**src/rtl/instr_issue_pkg.sv**
```systemverilog
// Shared definitions for the issue unit and control decoder: opcodes, fields, FSM states.
// No logic and no latency.
// No flow control.
package instr_issue_pkg;

    localparam logic [3:0] OP_LW    = 4'b0000;
    localparam logic [3:0] OP_SW    = 4'b0001;
    localparam logic [3:0] OP_ADD   = 4'b0010;
    localparam logic [3:0] OP_MOV   = 4'b0011;
    localparam logic [3:0] OP_SUB   = 4'b0100;
    localparam logic [3:0] OP_JMPZ  = 4'b0101;
    localparam logic [3:0] OP_STOP  = 4'b0111;
    localparam logic [3:0] OP_ADDF  = 4'b1000;
    localparam logic [3:0] OP_MULTF = 4'b1001;
    localparam logic [3:0] OP_NOP   = 4'b1111;

    localparam int OP_MSB = 15;
    localparam int OP_LSB = 12;
    localparam int RD_MSB = 11;
    localparam int RD_LSB = 8;
    localparam int RS_MSB = 7;
    localparam int RS_LSB = 4;
    localparam int RT_MSB = 3;
    localparam int RT_LSB = 0;

    localparam logic [15:0] NOP_INSTR = 16'hF000;

    typedef enum logic [2:0] {
        ST_IDLE,
        ST_FETCH,
        ST_ISSUE,
        ST_BUBBLE,
        ST_HALT
    } state_e;

    function automatic logic op_known(input logic [3:0] op);
        case (op)
            OP_LW, OP_SW, OP_ADD, OP_MOV, OP_SUB, OP_JMPZ,
            OP_STOP, OP_ADDF, OP_MULTF, OP_NOP: return 1'b1;
            default:                            return 1'b0;
        endcase
    endfunction

    // Unknown opcodes become NOP so downstream never sees an undecodable op.
    function automatic logic [15:0] canon_instr(input logic [15:0] instr);
        return op_known(instr[OP_MSB:OP_LSB]) ? instr : {OP_NOP, instr[RD_MSB:RT_LSB]};
    endfunction

endpackage

```
**src/rtl/instr_issue_load_use_detect.sv**
```systemverilog
// Flags a fetched instruction that reads the register of a just-issued LW.
// Combinational, zero latency.
// No flow control.
module load_use_detect
    import instr_issue_pkg::*;
(
    input  logic [15:0] instr_i,
    input  logic        lw_pending_i,
    input  logic [3:0]  lw_rd_i,
    output logic        hazard_o
);

    logic [3:0] op;
    logic [3:0] rs;
    logic [3:0] rt;
    logic       use_rs;
    logic       use_rt;
    logic       unused_rd_bits;

    assign op             = instr_i[OP_MSB:OP_LSB];
    assign rs             = instr_i[RS_MSB:RS_LSB];
    assign rt             = instr_i[RT_MSB:RT_LSB];
    assign unused_rd_bits = ^instr_i[RD_MSB:RD_LSB];

    always_comb begin
        use_rs = 1'b0;
        use_rt = 1'b0;
        case (op)
            OP_ADD, OP_SUB, OP_ADDF, OP_MULTF, OP_SW: begin
                use_rs = 1'b1;
                use_rt = 1'b1;
            end
            OP_LW, OP_JMPZ: use_rs = 1'b1;
            default: ;
        endcase
    end

    assign hazard_o = lw_pending_i &&
                      ((use_rs && (rs == lw_rd_i)) || (use_rt && (rt == lw_rd_i)));

endmodule

```
**src/rtl/instr_issue.sv**
```systemverilog
// Fetch/issue FSM feeding the ID stage; inserts load-use bubbles, follows redirects, halts on STOP.
// Issue valid one cycle after imem_valid_i; all outputs registered.
// Holds issue outputs stable while id_ready_i is low; one fetch outstanding at most.
module instr_issue
    import instr_issue_pkg::*;
#(
    parameter int                     PC_WIDTH    = 8,
    parameter int                     INSTR_WIDTH = 16,
    parameter logic [PC_WIDTH-1:0]    RESET_PC    = '0
) (
    input  logic                   clk,
    input  logic                   rst_n,
    input  logic                   start_i,
    output logic                   imem_req_o,
    output logic [PC_WIDTH-1:0]    imem_addr_o,
    input  logic                   imem_valid_i,
    input  logic [INSTR_WIDTH-1:0] imem_instr_i,
    output logic                   issue_valid_o,
    input  logic                   id_ready_i,
    output logic [INSTR_WIDTH-1:0] issue_instr_o,
    output logic [PC_WIDTH-1:0]    issue_pc_o,
    output logic [3:0]             opcode_o,
    input  logic                   redirect_i,
    input  logic [PC_WIDTH-1:0]    redirect_pc_i,
    output logic                   halted_o
);

    localparam logic [PC_WIDTH-1:0] PC_ONE = {{(PC_WIDTH-1){1'b0}}, 1'b1};

    state_e                 state_q, state_d;
    logic [PC_WIDTH-1:0]    pc_q, pc_d;
    logic [PC_WIDTH-1:0]    buf_pc_q, buf_pc_d;
    logic [INSTR_WIDTH-1:0] buf_q, buf_d;
    logic                   lw_pending_q, lw_pending_d;
    logic [3:0]             lw_rd_q, lw_rd_d;

    logic                   imem_req_q, imem_req_d;
    logic                   issue_valid_q, issue_valid_d;
    logic [INSTR_WIDTH-1:0] issue_instr_q, issue_instr_d;
    logic [PC_WIDTH-1:0]    issue_pc_q, issue_pc_d;
    logic [3:0]             opcode_q, opcode_d;
    logic                   halted_q, halted_d;

    logic                   hazard;

    load_use_detect u_load_use_detect (
        .instr_i      (imem_instr_i),
        .lw_pending_i (lw_pending_q),
        .lw_rd_i      (lw_rd_q),
        .hazard_o     (hazard)
    );

    always_comb begin
        state_d      = state_q;
        pc_d         = pc_q;
        buf_pc_d     = buf_pc_q;
        buf_d        = buf_q;
        lw_pending_d = lw_pending_q;
        lw_rd_d      = lw_rd_q;

        case (state_q)
            ST_IDLE: begin
                if (start_i) begin
                    state_d = ST_FETCH;
                    pc_d    = RESET_PC;
                end
            end
            ST_FETCH: begin
                if (!redirect_i && imem_valid_i) begin
                    buf_d    = canon_instr(imem_instr_i);
                    buf_pc_d = pc_q;
                    pc_d     = pc_q + PC_ONE;
                    state_d  = hazard ? ST_BUBBLE : ST_ISSUE;
                end
            end
            ST_BUBBLE: begin
                if (!redirect_i && id_ready_i) begin
                    lw_pending_d = 1'b0;
                    state_d      = ST_ISSUE;
                end
            end
            ST_ISSUE: begin
                if (!redirect_i && id_ready_i) begin
                    lw_pending_d = (buf_q[OP_MSB:OP_LSB] == OP_LW);
                    lw_rd_d      = buf_q[RD_MSB:RD_LSB];
                    state_d      = (buf_q[OP_MSB:OP_LSB] == OP_STOP) ? ST_HALT : ST_FETCH;
                end
            end
            default: ;
        endcase

        // Redirect overrides everything in the active states; a same-cycle
        // handshake has already been consumed by ID, so nothing is replayed.
        if (redirect_i && (state_q == ST_FETCH || state_q == ST_ISSUE || state_q == ST_BUBBLE)) begin
            pc_d         = redirect_pc_i;
            buf_d        = NOP_INSTR;
            lw_pending_d = 1'b0;
            state_d      = ST_FETCH;
        end

        imem_req_d    = (state_d == ST_FETCH);
        issue_valid_d = (state_d == ST_ISSUE) || (state_d == ST_BUBBLE);
        issue_instr_d = (state_d == ST_BUBBLE) ? NOP_INSTR : buf_d;
        issue_pc_d    = buf_pc_d;
        opcode_d      = issue_valid_d ? issue_instr_d[OP_MSB:OP_LSB] : OP_NOP;
        halted_d      = (state_d == ST_HALT);
    end

    always_ff @(posedge clk or negedge rst_n) begin
        if (!rst_n) begin
            state_q       <= ST_IDLE;
            pc_q          <= RESET_PC;
            buf_pc_q      <= '0;
            buf_q         <= NOP_INSTR;
            lw_pending_q  <= 1'b0;
            lw_rd_q       <= '0;
            imem_req_q    <= 1'b0;
            issue_valid_q <= 1'b0;
            issue_instr_q <= NOP_INSTR;
            issue_pc_q    <= '0;
            opcode_q      <= OP_NOP;
            halted_q      <= 1'b0;
        end else begin
            state_q       <= state_d;
            pc_q          <= pc_d;
            buf_pc_q      <= buf_pc_d;
            buf_q         <= buf_d;
            lw_pending_q  <= lw_pending_d;
            lw_rd_q       <= lw_rd_d;
            imem_req_q    <= imem_req_d;
            issue_valid_q <= issue_valid_d;
            issue_instr_q <= issue_instr_d;
            issue_pc_q    <= issue_pc_d;
            opcode_q      <= opcode_d;
            halted_q      <= halted_d;
        end
    end

    assign imem_req_o    = imem_req_q;
    assign imem_addr_o   = pc_q;
    assign issue_valid_o = issue_valid_q;
    assign issue_instr_o = issue_instr_q;
    assign issue_pc_o    = issue_pc_q;
    assign opcode_o      = opcode_q;
    assign halted_o      = halted_q;

endmodule
```
**config.mk**
```make
export PLATFORM = sky130hd
export DESIGN_NAME = instr_issue
export DESIGN_NICKNAME = d
export VERILOG_FILES = /design/src/rtl/instr_issue_pkg.sv /design/src/rtl/instr_issue_load_use_detect.sv /design/src/rtl/instr_issue.sv
export SDC_FILE = /design/constraint.sdc
export NUM_CORES = 1
export LEC_CHECK = 0
export ABC_AREA = 1
export ABC_CLOCK_PERIOD_IN_PS = 4059
export CAP_MARGIN = 0
export CORE_MARGIN = 3
export CORE_UTILIZATION = 28
export CTS_BUF_LIST = sky130_fd_sc_hd__clkbuf_4
export CTS_CLUSTER_SIZE = 12
export DETAILED_ROUTE_END_ITERATION = 7
export HOLD_SLACK_MARGIN = 0.1
export PLACE_DENSITY_LB_ADDON = 0.1
export SYNTH_ARGS = -nofsm -noshare
export SYNTH_HDL_FRONTEND = slang
export SYNTH_HIERARCHICAL = 1
export SYNTH_SLANG_ARGS = --single-unit
export TNS_END_PERCENT = 10
```
**constraint.sdc**
```tcl
create_clock -name clk -period 4.06 [get_ports clk]
set_input_delay 1.218 -clock clk [delete_from_list [all_inputs] [get_ports clk]]
set_output_delay 1.218 -clock clk [all_outputs]
set_load 0.02 [all_outputs]
```
port_trees.png
(2 px per um)
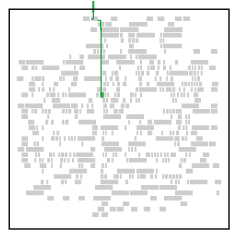
- start_i: green (direction input; edge top; end cells 1; wire 44.9 um)

==> run notes <==
The synthesis and place-and-route flow finished, so here is a summary.

The number of levels in the clock H-tree came out at 3. The starting density of the core is 28.83%. The HPWL after detailed placement came out at 5.603 mm.

The total power divided by cell area came out at 291.5 mW/mm^2. The total global routing overflow is 0. The number of cells on the worst hold path came out at 2. The number of synthesis warnings is 6. The initial antenna violation count came out at 0.

The cell type with the highest occurrence count on the critical path is nand2_1. The most used flip-flop cell after synthesis is dfrtp_1. The post-place setup slack came out at 0.7451 ns.

Looking at the clock tree report, the maximum root-to-sink buffer count equals 2. The horizontal extent of the die came out at 109.1 um. The number of diodes added for antenna fixing came out at 0. The arrival time of the worst setup path is 3.23 ns. Hold is met by 0.4610 ns. The first-pass GRT wire length is 13.21 mm. The total DRC errors in the routed layout came out at 0.

The critical path in this run is classified as primary input to register. The max-slew violation count is 0. The launch point of the worst path is imem_instr_i[13]. The worst register-to-register path depth is 13. The class of the tightest hold or removal check is register to register. The overall chip area is 0.01190 mm^2. After detailed routing, the number of vias per cell comes to 4.408. Setup repair after global routing left no endpoint under its margin. In this run the tools logged warnings totalling 26. The minimum period implied by the final worst setup slack came out at 2.897 ns.

The number of failing hold endpoints at the final stage is 0. For reference, the post-synthesis area per instance comes to 8.155 um^2. The instance count after placement with tap cells included came out at 563. For the final database, setup skew stands at 0.02213 ns.

The critical path goes through clkdlybuf4s50_1 > inv_1 > nand2_1 > nand2_1 > nand2_1 > nor2_1 > nand2_1 > a21oi_2 > inv_1 > nand2_1 > nand2_1 > nand3_1 > nor2_1 > nand2_2 > inv_1 > nand3_1. The insertion delay of the later-clocked pin in the worst-skew pair is 0.42 ns. The timing report attributes the biggest portion of critical-path delay to buffers and inverters. The count of flip-flops with a built-in enable after synthesis came out at 0. The startpoint identified for the worst register-to-register timing path is lw_rd_q[2]. By instance count, the leading cell after synthesis is nand2_1.

The maximum net fanout on the critical path came out at 16. Synthesis produced 365 cells. Clock tree synthesis inserted a total of 9 buffers. The count of unique library cells instantiated by Yosys is 27. The total leakage power is 1.883 nW. The STA report counts the stages on the worst setup path as 16.

The number of failing setup endpoints in the final timing report is 0. The floorplan row count is 37. The filler-free cell count of the finished design came out at 579. The top-area cell type share of the netlist area came out at 42.88%. The layout report lists the combined flip-flop and latch area as 0.001592 mm^2. The clock-pin slew of the registers on the worst-case setup and hold paths came out at 0.12 ns. The post-synth design cell area came out at 0.002977 mm^2. The proportion of synthesized chip area in sequential cells is 53.47%.

The number of buffers inserted by port buffering came out at 68. Measured against its own limit, the worst slew margin works out to 65.56%. The number of nets still failing antenna checks after routing came out at 0. The startpoint type of the worst setup path is a primary input.

The floorplan step defined a core boundary enclosing 0.01032 mm^2. The final worst-path setup slack came out at 1.163 ns. The post-synthesis sequential element count is 63. The number of clock sinks seen by CTS is 63.

The cell type contributing the most total cell area after synthesis is dfrtp_1. The tree is rooted in a clkbuf_4. The boundary pin count is 69.

The final weighted congestion in routability-driven placement is 0.7867. For this design, the slowest cell found on the critical path is clkdlybuf4s50_1. Buffers added to address setup during post-CTS repair amount to 0. The number of cell instances after yosys synthesis came out at 365. The count of maximum capacitance violations is 0. The delay of the slowest critical-path stage came out at 0.59 ns. The count of buffer and inverter cells on the critical path came out at 4. The violation tally recorded at the end of detailed-routing iteration 0 is 134. The slew at the pin closest to its max-slew limit is 0.5154 ns. The relative area change from synthesis to final layout is 30.85%.

The largest net degree at the start of global routing came out at 32. The area of the multi-input gates is 0.001130 mm^2. The net count entering floorplan is 396. The synthesis report lists the most area-consuming cells as dfrtp_1 (43%), nand2_1 (12%), dfstp_2 (11%), nor2_1 (5.9%), inv_1 (5.8%). The chip area in the Yosys report came out at 0.002977 mm^2. The required time at the worst endpoint is listed as 4.39 ns. The hold buffer count at CTS is 0.

The worst-case IR drop observed on VDD is 97.29 uV. The run finished with clean final reports. The number of resized instances in the post-cts repair step is 0. The filler cell count came out at 1107. The share of cells above drive strength 1 came out at 12.19%. The count of TritonRoute iterations in the first routing pass is 6.

The commonest cells after synthesis are nand2_1 (93), dfrtp_1 (51), nor2_1 (47). The worst setup path is captured at a register. The net total in the final layout came out at 469.

The via count of the first global-routing pass was 2639. The achievable clock frequency came out at 0.3452 GHz. The vertical die dimension is 109.1 um.

TritonCTS built the clock tree. The worst hold path begins at buf_q[10].
layers.png
(4 px per um) Only two layers are drawn.
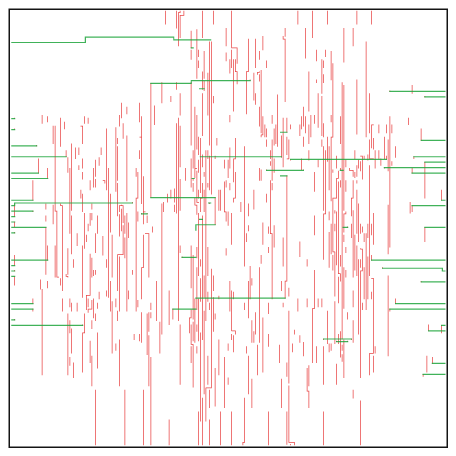
- M2: red (wire length 3550 um)
- M3: green (wire length 486 um)
vias after detailed routing: 2552
GR Util All Layers: 14.63%
total routed wirelength: 7.844 mm
final routed wire length divided by cell count: 13.55 um

## metrics by stage
step                      total power, mW  util (%)  cell area (um^2)
after detailed placement           0.7683     36.55              3774
after global placement             0.7683     36.55              3774
final                               1.135     37.73              3895
after floorplan                    0.6977         -              2977
after global routing                1.207     37.73              3895
after CTS                           1.163     37.73              3895
## worst min-delay path, delay by kind of cell (launching register included)
family / cells / cell delay (ns)
and+or+nand+nor: 2 / 0.10
DFF: 1 / 0.35
## power by group
group / leakage (nW) / internal (mW) / switching [mW]
sequential: 0.786 / 0.643 / 0.00453
combinational: 1.03 / 0.0506 / 0.0558
clock: 0.0630 / 0.135 / 0.246
## routing by layer
layer / routed length, um / part of all wire [%] / GRT usage, %
met1: 3654 / 47 / 18.73
met2: 3553 / 45 / 22.63
met3: 486 / 6.2 / 4.322
met4: 150 / 1.9 / 6.853
met5: 0 / 0 / 0
## cell families after synthesis
logic type,after synthesis,synth area share [%]
AND-OR/OR-AND,56,10.05
XOR/XNOR,5,1.471
adder cells (fa/ha/maj),1,0.4203
buffers and inverters,58,8.575
flip-flops,63,53.47
AND/OR/NAND/NOR,182,26.02
## sequential cells by signal (all words and copies together), names as in the netlist
name           count
halted_o           1
lw_pending_q       1
opcode_o           4
imem_req_o         1
issue_pc_o         8
lw_rd_q            4
issue_instr_o     16
buf_q             16
imem_addr_o        8
state_q            3
issue_valid_o      1
## layout by cell type (no fill, tap or decap), types with 10 or more instances in the layout
| master | netlist | layout |
|---|---|---|
| inv_1 | 46 | 46 |
| nand3_1 | 20 | 20 |
| a21oi_1 | 18 | 18 |
| clkdlybuf4s50_1 | 0 | 67 |
| nand2_1 | 93 | 93 |
| dfrtp_1 | 51 | 51 |
| o21ai_0 | 28 | 28 |
| clkbuf_4 | 0 | 10 |
| dfstp_2 | 12 | 12 |
| nor2_1 | 47 | 47 |
## final timing paths
check	slack, ns	endpoint
max	1.16	opcode_o[0]
min	0.46	lw_rd_q[2]
max reg2reg	2.08	imem_req_o
min reg2reg	0.46	lw_rd_q[2]
max in group asynchronous	2.56	buf_q[12]
min in group asynchronous	0.75	issue_instr_o[3]
## cell type report
class | instances | area share, %
sequential | 63 | 40.86
tap | 136 | 4.369
clock buffer | 10 | 1.927
inverter | 49 | 4.722
clock inverter | 6 | 1.189
multi-input combinational | 244 | 29.01
timing repair buffer | 71 | 17.92
Power and IR drop assume default switching activity.
